`src/rtl/audio_pkg.sv`:
```
// Shared audio-path definitions: sample geometry, the sample type and small
// helpers used by the serial audio blocks.
package audio_pkg;

  localparam int SAMPLE_W   = 24;
  localparam int I2S_SLOT_W = 32;

  typedef logic signed [SAMPLE_W-1:0] sample_t;

  typedef enum logic {
    CH_LEFT  = 1'b0,
    CH_RIGHT = 1'b1
  } channel_e;

  // Counter width that stays legal when the count range collapses to one value.
  function automatic int cnt_width(input int n);
    return (n > 1) ? $clog2(n) : 1;
  endfunction

endpackage

```
`src/rtl/i2s_bclk_gen.sv`:
```
// Bit-clock generator: divides clk down to bclk and flags the clk edge on
// which bclk falls so the transmitter can update its outputs on that edge.
module i2s_bclk_gen
  import audio_pkg::*;
#(
  parameter int BCLK_DIV = 4
) (
  input  logic clk,
  input  logic reset_n,
  output logic bclk,
  output logic fall_evt
);

  localparam int PW = cnt_width(BCLK_DIV);

  logic [PW-1:0] presc_reg;
  logic          bclk_reg;
  logic          term;

  assign term = (presc_reg == PW'(BCLK_DIV - 1));

  always_ff @(posedge clk or negedge reset_n) begin
    if (!reset_n) begin
      presc_reg <= '0;
      bclk_reg  <= 1'b0;
    end else if (term) begin
      presc_reg <= '0;
      bclk_reg  <= ~bclk_reg;
    end else begin
      presc_reg <= presc_reg + 1'b1;
    end
  end

  // Combinational so the transmitter's registers move on the same edge as bclk.
  assign fall_evt = term & bclk_reg;
  assign bclk     = bclk_reg;

endmodule

```
`src/rtl/i2s_tx.sv`:
```
// Philips I2S master transmitter: one-deep sample-pair buffer behind a
// valid/ready handshake, serialized MSB-first with the standard one-bit delay.
module i2s_tx
  import audio_pkg::*;
#(
  parameter int N        = SAMPLE_W,
  parameter int SLOT_W   = I2S_SLOT_W,
  parameter int BCLK_DIV = 4
) (
  input  logic         clk,
  input  logic         reset_n,
  input  logic         in_valid,
  output logic         in_ready,
  input  logic [N-1:0] left_in,
  input  logic [N-1:0] right_in,
  output logic         bclk,
  output logic         lrck,
  output logic         sdata,
  output logic         underrun
);

  localparam int FRAME = 2 * SLOT_W;
  localparam int CW    = cnt_width(FRAME);
  localparam int IW    = cnt_width(N);
  localparam logic [CW-1:0] LAST = CW'(FRAME - 1);

  logic          fall_evt;
  logic [CW-1:0] bit_cnt_reg, bit_cnt_next;
  logic [N-1:0]  buf_l_reg, buf_r_reg;
  logic          buf_full_reg, buf_full_next;
  logic [N-1:0]  left_sh_reg, right_sh_reg;
  logic          in_ready_reg, lrck_reg, sdata_reg, underrun_reg;
  logic          frame_load, xfer, sdata_next;
  channel_e      lrck_next;

  i2s_bclk_gen #(
    .BCLK_DIV(BCLK_DIV)
  ) u_bclk_gen (
    .clk     (clk),
    .reset_n (reset_n),
    .bclk    (bclk),
    .fall_evt(fall_evt)
  );

  always_comb begin
    bit_cnt_next = (bit_cnt_reg == LAST) ? '0 : bit_cnt_reg + 1'b1;
    frame_load   = fall_evt && (bit_cnt_next == '0);
    xfer         = in_valid && in_ready_reg;
    lrck_next    = (bit_cnt_next >= CW'(SLOT_W)) ? CH_RIGHT : CH_LEFT;

    // Data occupies slot positions 1..N; position 0 and the tail are padding.
    sdata_next = 1'b0;
    if (bit_cnt_next >= CW'(1) && bit_cnt_next <= CW'(N))
      sdata_next = left_sh_reg[IW'(N - int'(bit_cnt_next))];
    else if (bit_cnt_next >= CW'(SLOT_W + 1) && bit_cnt_next <= CW'(SLOT_W + N))
      sdata_next = right_sh_reg[IW'(N + SLOT_W - int'(bit_cnt_next))];

    // A transfer can only happen with the buffer empty, so it wins over a load.
    buf_full_next = buf_full_reg;
    if (xfer)
      buf_full_next = 1'b1;
    else if (frame_load)
      buf_full_next = 1'b0;
  end

  always_ff @(posedge clk or negedge reset_n) begin
    if (!reset_n) begin
      bit_cnt_reg  <= LAST;
      buf_l_reg    <= '0;
      buf_r_reg    <= '0;
      buf_full_reg <= 1'b0;
      in_ready_reg <= 1'b1;
      left_sh_reg  <= '0;
      right_sh_reg <= '0;
      lrck_reg     <= 1'b0;
      sdata_reg    <= 1'b0;
      underrun_reg <= 1'b0;
    end else begin
      buf_full_reg <= buf_full_next;
      in_ready_reg <= !buf_full_next;
      underrun_reg <= frame_load && !buf_full_reg;
      if (xfer) begin
        buf_l_reg <= left_in;
        buf_r_reg <= right_in;
      end
      if (fall_evt) begin
        bit_cnt_reg <= bit_cnt_next;
        lrck_reg    <= lrck_next;
        sdata_reg   <= sdata_next;
      end
      // A frame with nothing buffered goes out as silence.
      if (frame_load) begin
        left_sh_reg  <= buf_full_reg ? buf_l_reg : '0;
        right_sh_reg <= buf_full_reg ? buf_r_reg : '0;
      end
    end
  end

  assign in_ready = in_ready_reg;
  assign lrck     = lrck_reg;
  assign sdata    = sdata_reg;
  assign underrun = underrun_reg;

endmodule

```
`config.mk`:
```
export PLATFORM = sky130hd
export DESIGN_NAME = i2s_tx
export DESIGN_NICKNAME = d
export VERILOG_FILES = /design/src/rtl/audio_pkg.sv /design/src/rtl/i2s_bclk_gen.sv /design/src/rtl/i2s_tx.sv
export SDC_FILE = /design/constraint.sdc
export NUM_CORES = 1
export LEC_CHECK = 0
export CORE_MARGIN = 2
export CORE_UTILIZATION = 60
export CTS_CLUSTER_SIZE = 8
export DETAILED_ROUTE_END_ITERATION = 7
export PLACE_DENSITY = 0.82
export REMOVE_ABC_BUFFERS = 1
export SKIP_CTS_REPAIR_TIMING = 1
export SYNTH_ARGS = -nofsm -noshare
export SYNTH_HDL_FRONTEND = slang
export SYNTH_HIERARCHICAL = 1
export SYNTH_SLANG_ARGS = --single-unit
```
`constraint.sdc`:
```
create_clock -name clk -period 6.05 [get_ports clk]
set_input_delay 1.21 -clock clk [delete_from_list [all_inputs] [get_ports clk]]
set_output_delay 1.21 -clock clk [all_outputs]
set_load 0.05 [all_outputs]
```
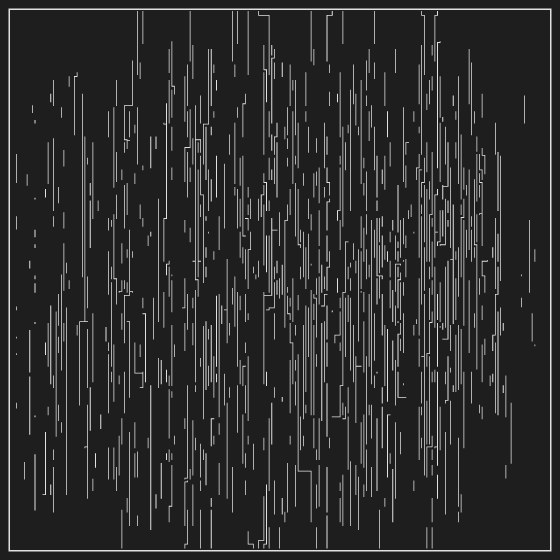
Fig. 1. Metal 2.
main direction	vertical
longest straight run	32.6 um
share of all routed wire	49%
nets with wire on the layer	464
total number of vias: 3,306
final wirelength: 8770 um
met2 usage: 35.4%

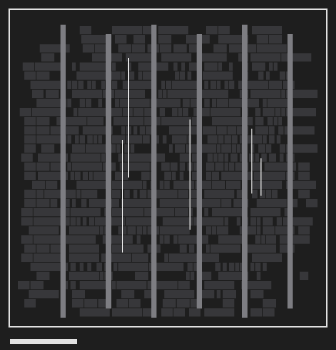
Fig. 2. The metal 4 layer.
Scale bar: 20 um. Supply wires on this layer in grey.
share of all routed wire	1.5%
longest straight run	35.4 um
wire length on this layer	131 um
main direction	vertical

==> reports/metrics.yaml <==
placed_design:
  place_congestion: 0.888
  dpl-instance-area_um2: 5450
  numPortBuffers: 55
  place_ws_ns: 2.98
  dp.final_hpwl_um: 5840
  placed_cells: 583
die:
  io_pins: 56
  die_h_um: 94.4
  rows: 32
  fp-utilization_pct: 62.8
  die_w_um: 94.4
  core-area_um2: 7810
  dieArea_um2: 8920
finish:
  comb_area_um2: 1980
  syn_to_final_growth_pct: 15.0
  finalNonFillerCells: 599
  fin_nets: 546
  finalInstanceArea_um2: 5640
  antenna_cells: 0
  layout-drive-gt1-share_pct: 17.1
  final_util_pct: 72.3
final_timing:
  finalWorstSetupSlack_ns: 3.00
  rsz0062_at_grt: "false"
  fin_crit_ns: 3.05
  hold_viol: 0
  max_slew_margin_pct: 22.3
  period_used_pct: 50.4
  fin_setup_tns_ns: 0
  worst_slew_pin_slew_ns: 1.16
  setup_violations: 0
worst_setup_path:
  cp_slowest_cell: "dfstp_2"
  endpoint: "buf_full_reg"
  r2r_start: "bit_cnt_reg[0]"
  rr_endpoint: "buf_full_reg"
  path_cells: "ha_1 > nand2_1 > a21o_1 > a21oi_1 > nand2_1 > or2_2 > buf_4 > nand2_1 > nand2_1"
  crit_fanout: 62
  cp.depth: 9
  crit_start: "bit_cnt_reg[0]"
  cp.arrival_ns: 3.27
  path_buffers: 1
  slowest_delay_ns: 0.74
  startpoint_type: "flop"
  ff2ff_path_depth: 9
  crit_family: "simple AND/OR/NAND/NOR gates"
  r2r_slack_ns: 3.00
synthesis:
  ys_types: 46
  synth_area_per_cell_um2: 10.8
  ys_area_um2: 4910
  netlist_area_um2: 4910
  edf_count: 0
  ys_cells: 454
  yosysWarnings: 6
  synth_seq_share_pct: 56.3
  ff_type: "dfrtp_1"
  async_flop_share_pct: 100
  synth_flops: 110
drt:
  drt-wirelength-per-cell_um: 14.6
  drtAntennaViolNets: 0
  drc: 0
  drt_iter0_markers: 159
global_route:
  first_global_vias: 3354
  grt_overflow: 0
  grt_max_degree: 68
  grt_pass1_wl_um: 15000
  antenna_found_initial: 0
power:
  p_sw_uw: 282
  ir_drop_v: 0.000128
  leakagePower_uw: 0.00254
  p_per_area_nw_per_um2: 214
  p_sw_share_pct: 23.4
  power_uw: 1210
  clkPwrFrac_pct: 35.2
  combPwrFrac_pct: 3.8
  p_seq_share_pct: 60.9
cts:
  h-tree-depth: 3
  clock_sinks: 110
  clock-root-buffer: "clkbuf_8"
  clock_path_buffers: 2
  cts_tree: "yes"
status:
  status: "completed"
job:
  tool_warnings: 26
worst_hold_path:
  hold_path.class: "flop to flop"
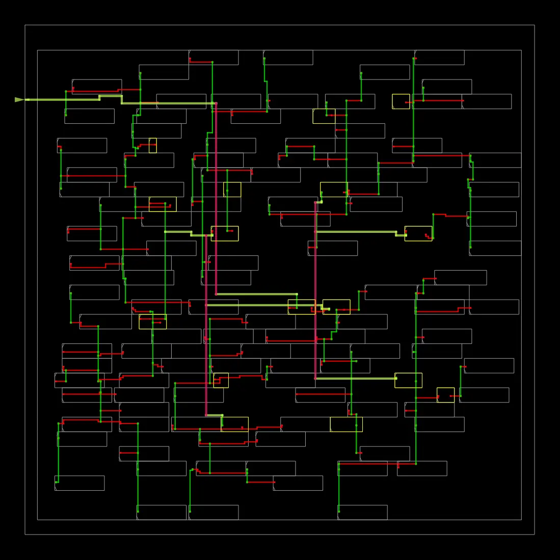
Fig. 3. Clock wiring as the flow saved it.
# clk buffers: 10
clk pwr: 425 uW
clk latency late pin: 0.38 ns
FFs & Latches: 110

-- Yosys cell counts (2+ instances only) --
master    number  area share, %
buf_4          2           0.31
o21ai_1       11            1.1
a211o_1        3           0.54
nand3_1        6           0.61
buf_1          5           0.38
a21oi_1        8           0.82
ha_1           3           0.77
nor2_1        10           0.77
nor3_1         4           0.41
mux2_2        51             12
a21o_1         2           0.31
o21ai_0       46            4.7
mux2i_1        8            1.6
nand2_1      112            8.6
and2_1         2           0.25
xnor2_1        6            1.1
clkbuf_1      16            1.2
o21a_1         4           0.61
nand3b_1       2           0.31
buf_6          3           0.69
dfstp_2        7            3.7
inv_1          4           0.31
mux4_1         2            1.1
nor2b_1        3           0.38
o22ai_1        6           0.77
buf_2          5           0.51
dfrtp_1      103             53
nand2b_1       2           0.25
-- cell type report --
type | instances | area share [%]
multi-input cells | 309 | 35.1
clock buffers | 10 | 2.26
inverters | 4 | 0.266
flip-flops and latches | 110 | 48.9
well taps | 102 | 2.26
clock inverters | 6 | 1.09
repair buffers | 58 | 10.1
-- worst min path at each step --
stage / startpoint / slack [ns] / to
final: u_bclk_gen/presc_reg[0] / 0.44 / u_bclk_gen/presc_reg[0]
after global routing: u_bclk_gen/presc_reg[0] / 0.46 / u_bclk_gen/presc_reg[0]
after CTS: u_bclk_gen/presc_reg[0] / 0.44 / u_bclk_gen/presc_reg[0]
after detailed placement: u_bclk_gen/presc_reg[0] / 0.43 / u_bclk_gen/presc_reg[0]
after global placement: u_bclk_gen/presc_reg[0] / 0.41 / u_bclk_gen/presc_reg[0]
after floorplan: u_bclk_gen/presc_reg[0] / 0.40 / u_bclk_gen/presc_reg[0]
-- placed cells by master (no fill, tap or decap), types with 3 or more instances in the layout --
cell type	Yosys	final
a211o_1	3	3
a21oi_1	8	8
buf_4	2	4
clkbuf_8	0	9
clkdlybuf4s50_1	0	54
dfrtp_1	103	103
dfstp_2	7	7
ha_1	3	3
inv_1	4	4
inv_6	0	3
mux2_2	51	51
mux2i_1	8	8
nand2_1	112	111
nand3_1	6	6
nor2_1	10	10
nor2b_1	3	3
nor3_1	4	4
o21a_1	4	4
o21ai_0	46	46
o21ai_1	11	11
o22ai_1	6	6
xnor2_1	6	6
-- power by group through the flow --
stage | sequential [uW] | combinational (uW) | clock, uW
after global routing | 735 | 51.3 | 461
after global placement | 749 | 46.6 | 0
after CTS | 735 | 47.5 | 428
after floorplan | 749 | 0.349 | 0
final | 735 | 46.2 | 425
after detailed placement | 749 | 47.4 | 0
-- cells by family (layout without fill, tap and decap cells) --
group | after synthesis | count (layout) | synth area share, %
AOI/OAI and AO/OA | 91 | 91 | 11.1
xor gates and xnor gates | 7 | 7 | 1.25
adders and majority gates | 3 | 3 | 0.765
DFF | 110 | 110 | 56.3
and+or+nand+nor | 146 | 146 | 12.3
buffers and inverters | 35 | 78 | 3.42
muxes | 62 | 62 | 14.9
-- per-layer routing --
metal  global-route usage [%]  wire length (um)  vias to the layer above
met2                     35.4              4300                       58
met4                     5.68               131                        0
met3                     5.59               343                       13
li1                         -                 -                     1631
met5                        0                 0                        -
met1                     28.8              4000                     1604
Power and IR drop assume default switching activity.
